$ cat src/rtl/cpu_run_ctrl_if.sv
// Debug/run-control bundle between the run controller and its host (debugger + core taps).
interface cpu_run_ctrl_if #(
    parameter int CNT_WIDTH = 32
);
    logic                 run_pi;
    logic                 step_pi;
    logic                 halt_pi;
    logic                 bp_en_pi;
    logic [15:0]          bp_addr_pi;
    logic [15:0]          pc_pi;
    logic [15:0]          instr_pi;
    logic                 clear_counts_pi;
    logic                 clock_enable_po;
    logic [1:0]           state_po;
    logic                 halted_po;
    logic [1:0]           halt_cause_po;
    logic [CNT_WIDTH-1:0] cycle_count_po;
    logic [CNT_WIDTH-1:0] instr_count_po;

    modport master (
        output run_pi, step_pi, halt_pi, bp_en_pi, bp_addr_pi, pc_pi, instr_pi, clear_counts_pi,
        input  clock_enable_po, state_po, halted_po, halt_cause_po, cycle_count_po, instr_count_po
    );
    modport slave (
        input  run_pi, step_pi, halt_pi, bp_en_pi, bp_addr_pi, pc_pi, instr_pi, clear_counts_pi,
        output clock_enable_po, state_po, halted_po, halt_cause_po, cycle_count_po, instr_count_po
    );
endinterface

$ cat src/rtl/cpu_run_ctrl.sv
// Run/halt/single-step controller: Mealy clock enable for the core, halt on
// external request, PC breakpoint or HALT opcode, plus cycle/instruction counters.
module cpu_run_ctrl #(
    parameter logic [15:0] HALT_OPCODE = 16'hFFFF,
    parameter int          CNT_WIDTH   = 32
) (
    input  logic           CLK_pi,
    input  logic           RESET_pi,
    cpu_run_ctrl_if.slave  bus
);
    typedef enum logic [1:0] {
        S_HALTED = 2'b00,
        S_RUN    = 2'b01,
        S_STEP   = 2'b10
    } state_t;

    state_t               state, state_next;
    logic [1:0]           cause, cause_next;
    logic                 bp_skip, bp_skip_next;
    logic                 ce;
    logic                 ext, bp, op;
    logic [CNT_WIDTH-1:0] cyc_cnt, ins_cnt;

    assign ext = bus.halt_pi;
    assign bp  = bus.bp_en_pi && (bus.pc_pi == bus.bp_addr_pi) && !bp_skip;
    assign op  = (bus.instr_pi == HALT_OPCODE);

    always_ff @(posedge CLK_pi or posedge RESET_pi) begin
        if (RESET_pi) begin
            state   <= S_HALTED;
            cause   <= 2'd0;
            bp_skip <= 1'b0;
        end else begin
            state   <= state_next;
            cause   <= cause_next;
            bp_skip <= bp_skip_next;
        end
    end

    always_comb begin
        state_next   = state;
        cause_next   = cause;
        bp_skip_next = bp_skip;
        ce           = 1'b0;
        case (state)
            S_HALTED: begin
                if (bus.run_pi)       state_next = S_RUN;
                else if (bus.step_pi) state_next = S_STEP;
            end
            S_RUN: begin
                ce = !(ext || bp || op);
                if (ext || bp || op) begin
                    state_next = S_HALTED;
                    cause_next = ext ? 2'd1 : (bp ? 2'd2 : 2'd3);
                end
            end
            S_STEP: begin
                // external halt and breakpoint cannot stop a single step
                ce         = !op;
                state_next = S_HALTED;
                cause_next = op ? 2'd3 : 2'd0;
            end
            default: state_next = S_HALTED;
        endcase
        // skip the breakpoint once on resume so the breakpointed instruction executes
        if (state == S_HALTED && state_next != S_HALTED) bp_skip_next = 1'b1;
        else if (ce)                                     bp_skip_next = 1'b0;
    end

    always_ff @(posedge CLK_pi or posedge RESET_pi) begin
        if (RESET_pi) begin
            cyc_cnt <= '0;
            ins_cnt <= '0;
        end else if (bus.clear_counts_pi) begin
            cyc_cnt <= '0;
            ins_cnt <= '0;
        end else begin
            if (state != S_HALTED) cyc_cnt <= cyc_cnt + 1'b1;
            if (ce)                ins_cnt <= ins_cnt + 1'b1;
        end
    end

    assign bus.clock_enable_po = ce;
    assign bus.state_po        = state;
    assign bus.halted_po       = (state == S_HALTED);
    assign bus.halt_cause_po   = cause;
    assign bus.cycle_count_po  = cyc_cnt;
    assign bus.instr_count_po  = ins_cnt;
endmodule

$ cat src/flat_wrapper.sv
// flat-port wrapper written by rule: the top's interface ports become plain ports
module cpu_run_ctrl_flat 
#(
    parameter logic [15:0] HALT_OPCODE = 16'hFFFF,
    parameter int          CNT_WIDTH   = 32
)
  (CLK_pi, RESET_pi, bus_run_pi, bus_step_pi, bus_halt_pi, bus_bp_en_pi, bus_bp_addr_pi, bus_pc_pi, bus_instr_pi, bus_clear_counts_pi, bus_clock_enable_po, bus_state_po, bus_halted_po, bus_halt_cause_po, bus_cycle_count_po, bus_instr_count_po);
  cpu_run_ctrl_if #(.CNT_WIDTH(CNT_WIDTH)) bus_i ();
  input  logic CLK_pi;
  input  logic RESET_pi;
  input wire logic [$bits(bus_i.run_pi)-1:0] bus_run_pi;
  input wire logic [$bits(bus_i.step_pi)-1:0] bus_step_pi;
  input wire logic [$bits(bus_i.halt_pi)-1:0] bus_halt_pi;
  input wire logic [$bits(bus_i.bp_en_pi)-1:0] bus_bp_en_pi;
  input wire logic [$bits(bus_i.bp_addr_pi)-1:0] bus_bp_addr_pi;
  input wire logic [$bits(bus_i.pc_pi)-1:0] bus_pc_pi;
  input wire logic [$bits(bus_i.instr_pi)-1:0] bus_instr_pi;
  input wire logic [$bits(bus_i.clear_counts_pi)-1:0] bus_clear_counts_pi;
  output wire logic [$bits(bus_i.clock_enable_po)-1:0] bus_clock_enable_po;
  output wire logic [$bits(bus_i.state_po)-1:0] bus_state_po;
  output wire logic [$bits(bus_i.halted_po)-1:0] bus_halted_po;
  output wire logic [$bits(bus_i.halt_cause_po)-1:0] bus_halt_cause_po;
  output wire logic [$bits(bus_i.cycle_count_po)-1:0] bus_cycle_count_po;
  output wire logic [$bits(bus_i.instr_count_po)-1:0] bus_instr_count_po;
  assign bus_i.run_pi = bus_run_pi;
  assign bus_i.step_pi = bus_step_pi;
  assign bus_i.halt_pi = bus_halt_pi;
  assign bus_i.bp_en_pi = bus_bp_en_pi;
  assign bus_i.bp_addr_pi = bus_bp_addr_pi;
  assign bus_i.pc_pi = bus_pc_pi;
  assign bus_i.instr_pi = bus_instr_pi;
  assign bus_i.clear_counts_pi = bus_clear_counts_pi;
  assign bus_clock_enable_po = bus_i.clock_enable_po;
  assign bus_state_po = bus_i.state_po;
  assign bus_halted_po = bus_i.halted_po;
  assign bus_halt_cause_po = bus_i.halt_cause_po;
  assign bus_cycle_count_po = bus_i.cycle_count_po;
  assign bus_instr_count_po = bus_i.instr_count_po;
  cpu_run_ctrl #(.HALT_OPCODE(HALT_OPCODE), .CNT_WIDTH(CNT_WIDTH)) u_core (.CLK_pi(CLK_pi), .RESET_pi(RESET_pi), .bus(bus_i));
endmodule
$ cat config.mk
export PLATFORM = sky130hd
export DESIGN_NAME = cpu_run_ctrl_flat
export DESIGN_NICKNAME = d
export VERILOG_FILES = /design/src/rtl/cpu_run_ctrl_if.sv /design/src/rtl/cpu_run_ctrl.sv /design/src/flat_wrapper.sv
export SDC_FILE = /design/constraint.sdc
export NUM_CORES = 1
export LEC_CHECK = 0
export ABC_AREA = 1
export CORE_MARGIN = 1
export CORE_UTILIZATION = 45
export DETAILED_ROUTE_END_ITERATION = 10
export GPL_TIMING_DRIVEN = 0
export PLACE_DENSITY = 0.74
export SYNTH_ARGS = -nofsm -noshare
export SYNTH_HDL_FRONTEND = slang
export SYNTH_SLANG_ARGS = --single-unit
$ cat constraint.sdc
create_clock -name CLK_pi -period 3.31 [get_ports CLK_pi]
set_clock_uncertainty 0.05 [all_clocks]
set_input_delay 0.8275 -clock CLK_pi [delete_from_list [all_inputs] [get_ports CLK_pi]]
set_output_delay 0.8275 -clock CLK_pi [all_outputs]
set_load 0.01 [all_outputs]
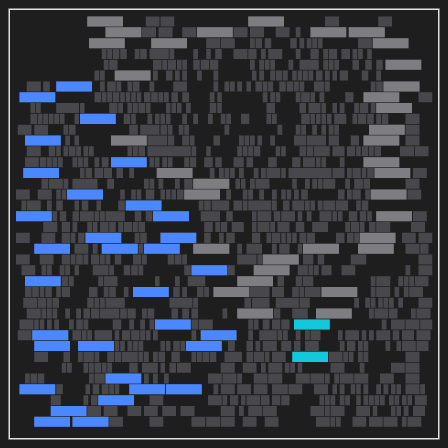
Figure 1: where the registers sit.
Other sequential cells in the stronger grey, the rest of the logic in the fainter grey.
legend:
  u_core.bus.cycle_count_po:
    colour: blue
    sequential_cells: 32
  u_core.bus.halt_cause_po:
    colour: cyan
    sequential_cells: 2
seq pwr: 937 µW
sequential cell area share: 25.87%

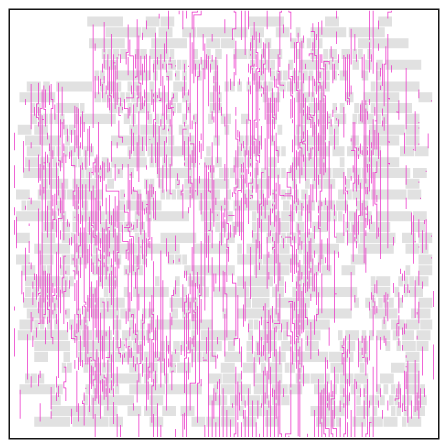
Figure 2: M2 wires.
Cells faint in the background.
share of all routed wire: 49%
longest straight run: 57.5 µm
wire length on this layer: 7270 µm
main direction: vertical
nets with wire on the layer: 770
met2 Use GR: 45.97%
drt total wl: 14870 µm
DR vias: 5418

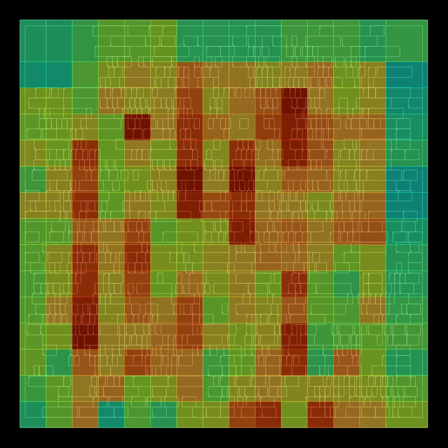
Figure 3: track usage over the die.
GR Layer Usage met1: 33.65%
GRT busiest layer: met2
Layout Utilization: 61.58%
Routed wire per std cell: 14.34 µm
gr usage total: 26.40%

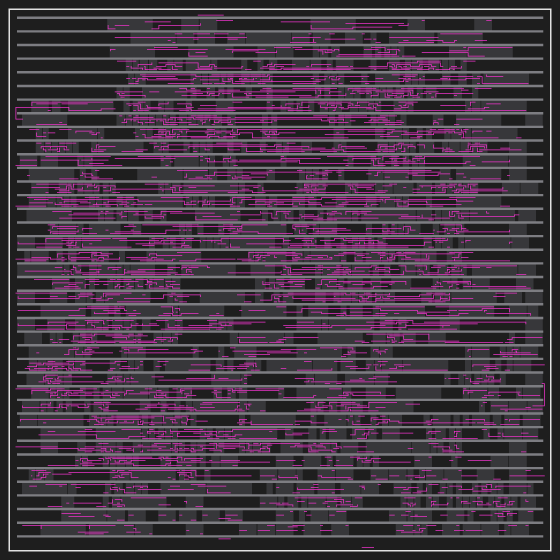
Figure 4: metal 1.
Supply wires on this layer in grey. Cells faint in the background.
longest straight run: 31.3 µm
nets with wire on the layer: 859
share of all routed wire: 44%

==> results.ini <==
[routing]
firstDrtPassIters=6
viasPerCell=5.225
route.detailed.drc=0

[timing]
tightest_slew_ns=0.8567
fmax_mhz=317.0
grt_setup_unrepaired=no

[clock_tree]
cts_tree=yes
cts_root_buf=clkbuf_8

[power]
p_sw_uw=923.5
power_density_nw_per_um2=390.6
total_power_mw=2.607
sw_frac_of_total_pct=35.42
combPwrFrac_pct=33.4
p_leak_nw=3.166

[synthesis]
ys_area_um2=5020
synthTopLogicFamily=simple AND/OR/NAND/NOR gates
synth_nets=814
simple_gate_area_share_pct=43.77
synthAoiAreaFrac_pct=5.658
synthDistinctLibCells=40
synthMuxAreaShare_pct=0
yosys_warnings=0

[worst_setup_path]
cp_slowest_cell=clkdlybuf4s50_1
r2r-end=u_core.bus.instr_count_po[24]$_DFFE_PP0P_
worst_setup_path_end_kind=output port
required_ns=2.43

[layout]
fin_nets=952
final_cell_mix=nand2_1 (219), clkdlybuf4s50_1 (122), inv_1 (114)
layout_top_cell=nand2_1

[floorplan]
placement_rows=38
dieArea_um2=11580
die-height_um=107.6

[placement]
place_area_um2=6429
dpl.hpwl_um=11540

[worst_hold_path]
min_to=u_core.bus.halt_cause_po[1]$_DFFE_PP0P_

[grt]
grt_antenna_before_repair=0

[status]
status=finished, final reports clean

[flow_run]
cap_violations=0

## flip-flops by register name, summed over array words and instances (netlist names)
register and flops:
u_core.bp_skip 1, u_core.bus.cycle_count_po 32, u_core.bus.halt_cause_po 2, u_core.bus.instr_count_po 32
u_core.bus.state_po 2
## final cells by class
cell class / count / share of cell area [%]
Tap cell: 140 / 2.624
Timing Repair Buffer: 128 / 18.93
Clock buffer: 12 / 2.324
Inverter: 119 / 6.729
Sequential cell: 69 / 25.87
Buffer: 21 / 1.743
Clock inverter: 4 / 1.050
Multi-Input combinational cell: 544 / 40.73
## critical path: cells and delay by family
family                 cells  cell delay [ns]
AND-OR/OR-AND              1             0.06
buffers and inverters      4             0.70
AND/OR/NAND/NOR            8             0.69
## cells in the mapped netlist (4+ instances only)
| cell type | count | share of area, % |
|---|---|---|
| a21oi_1 | 19 | 1.9 |
| ha_1 | 5 | 1.2 |
| buf_1 | 4 | 0.30 |
| xnor2_1 | 11 | 1.9 |
| buf_2 | 9 | 0.90 |
| xor2_1 | 9 | 1.6 |
| dfrtp_1 | 69 | 34 |
| nand4_1 | 50 | 6.2 |
| inv_1 | 115 | 8.6 |
| nor2_1 | 80 | 6.0 |
| nor3_1 | 23 | 2.3 |
| or2_2 | 4 | 0.50 |
| nor3_2 | 6 | 1.2 |
| o21ai_0 | 22 | 2.2 |
| nor4_1 | 4 | 0.50 |
| nor2_2 | 6 | 0.75 |
| inv_2 | 4 | 0.30 |
| nand2_1 | 219 | 16 |
| nand3_1 | 59 | 5.9 |
## power by group through the flow
stage	Combinational, mW	Sequential, mW	Clock [mW]
2_1_floorplan	0.486	0.961	0
3_3_place_gp	0.833	0.953	0
3_5_place_dp	0.853	0.954	0
4_1_cts	0.872	0.937	0.814
5_1_grt	0.954	0.941	0.847
6_report	0.872	0.937	0.799
## metal layers
layer / GRT usage, % / vias to the layer above / wire length [µm]
met1: 33.65 / 2542 / 6547
met3: 4.056 / 26 / 791
met4: 7.632 / 0 / 261
li1: - / 2700 / -
met2: 45.97 / 150 / 7270
met5: 0 / - / 0
## stage by stage
step                utilization [%]  cells  setup TNS (ns)  setup WS [ns]
floorplan                         -    754               0         0.6158
global placement              59.28   1017          -37.02        -0.5338
detailed placement            59.30   1017         -0.5359        -0.5359
CTS                           61.62   1037               0        0.01821
global route                  61.58   1037               0        0.03516
finish                        61.58   1037               0         0.1550
## how the worst max path moves through the flow
stage	start	end	slack (ns)
2_1_floorplan	bus_bp_addr_pi[11]	bus_clock_enable_po	0.62
3_3_place_gp	RESET_pi	u_core.bus.cycle_count_po[31]$_DFFE_PP0P_	-0.53
3_5_place_dp	bus_bp_addr_pi[11]	bus_clock_enable_po	-0.54
4_1_cts	bus_bp_addr_pi[7]	bus_clock_enable_po	0.02
5_1_grt	bus_bp_addr_pi[14]	bus_clock_enable_po	0.04
6_report	bus_bp_addr_pi[7]	bus_clock_enable_po	0.15
## timing repair
action	CTS	global route
endpoints found under the setup margin	1	1
pin swaps	3	2
hold buffers	0	0
setup buffers	5	0
endpoints found under the hold margin	0	0
resized	2	1
## logic make-up after synthesis
kind of cell / Yosys count
compound gates: 50
xor+xnor: 20
fa+ha+maj: 5
buf+inv: 141
flops: 69
simple gates: 469
Power figures rest on the tool's default switching activity, not on a simulated workload.
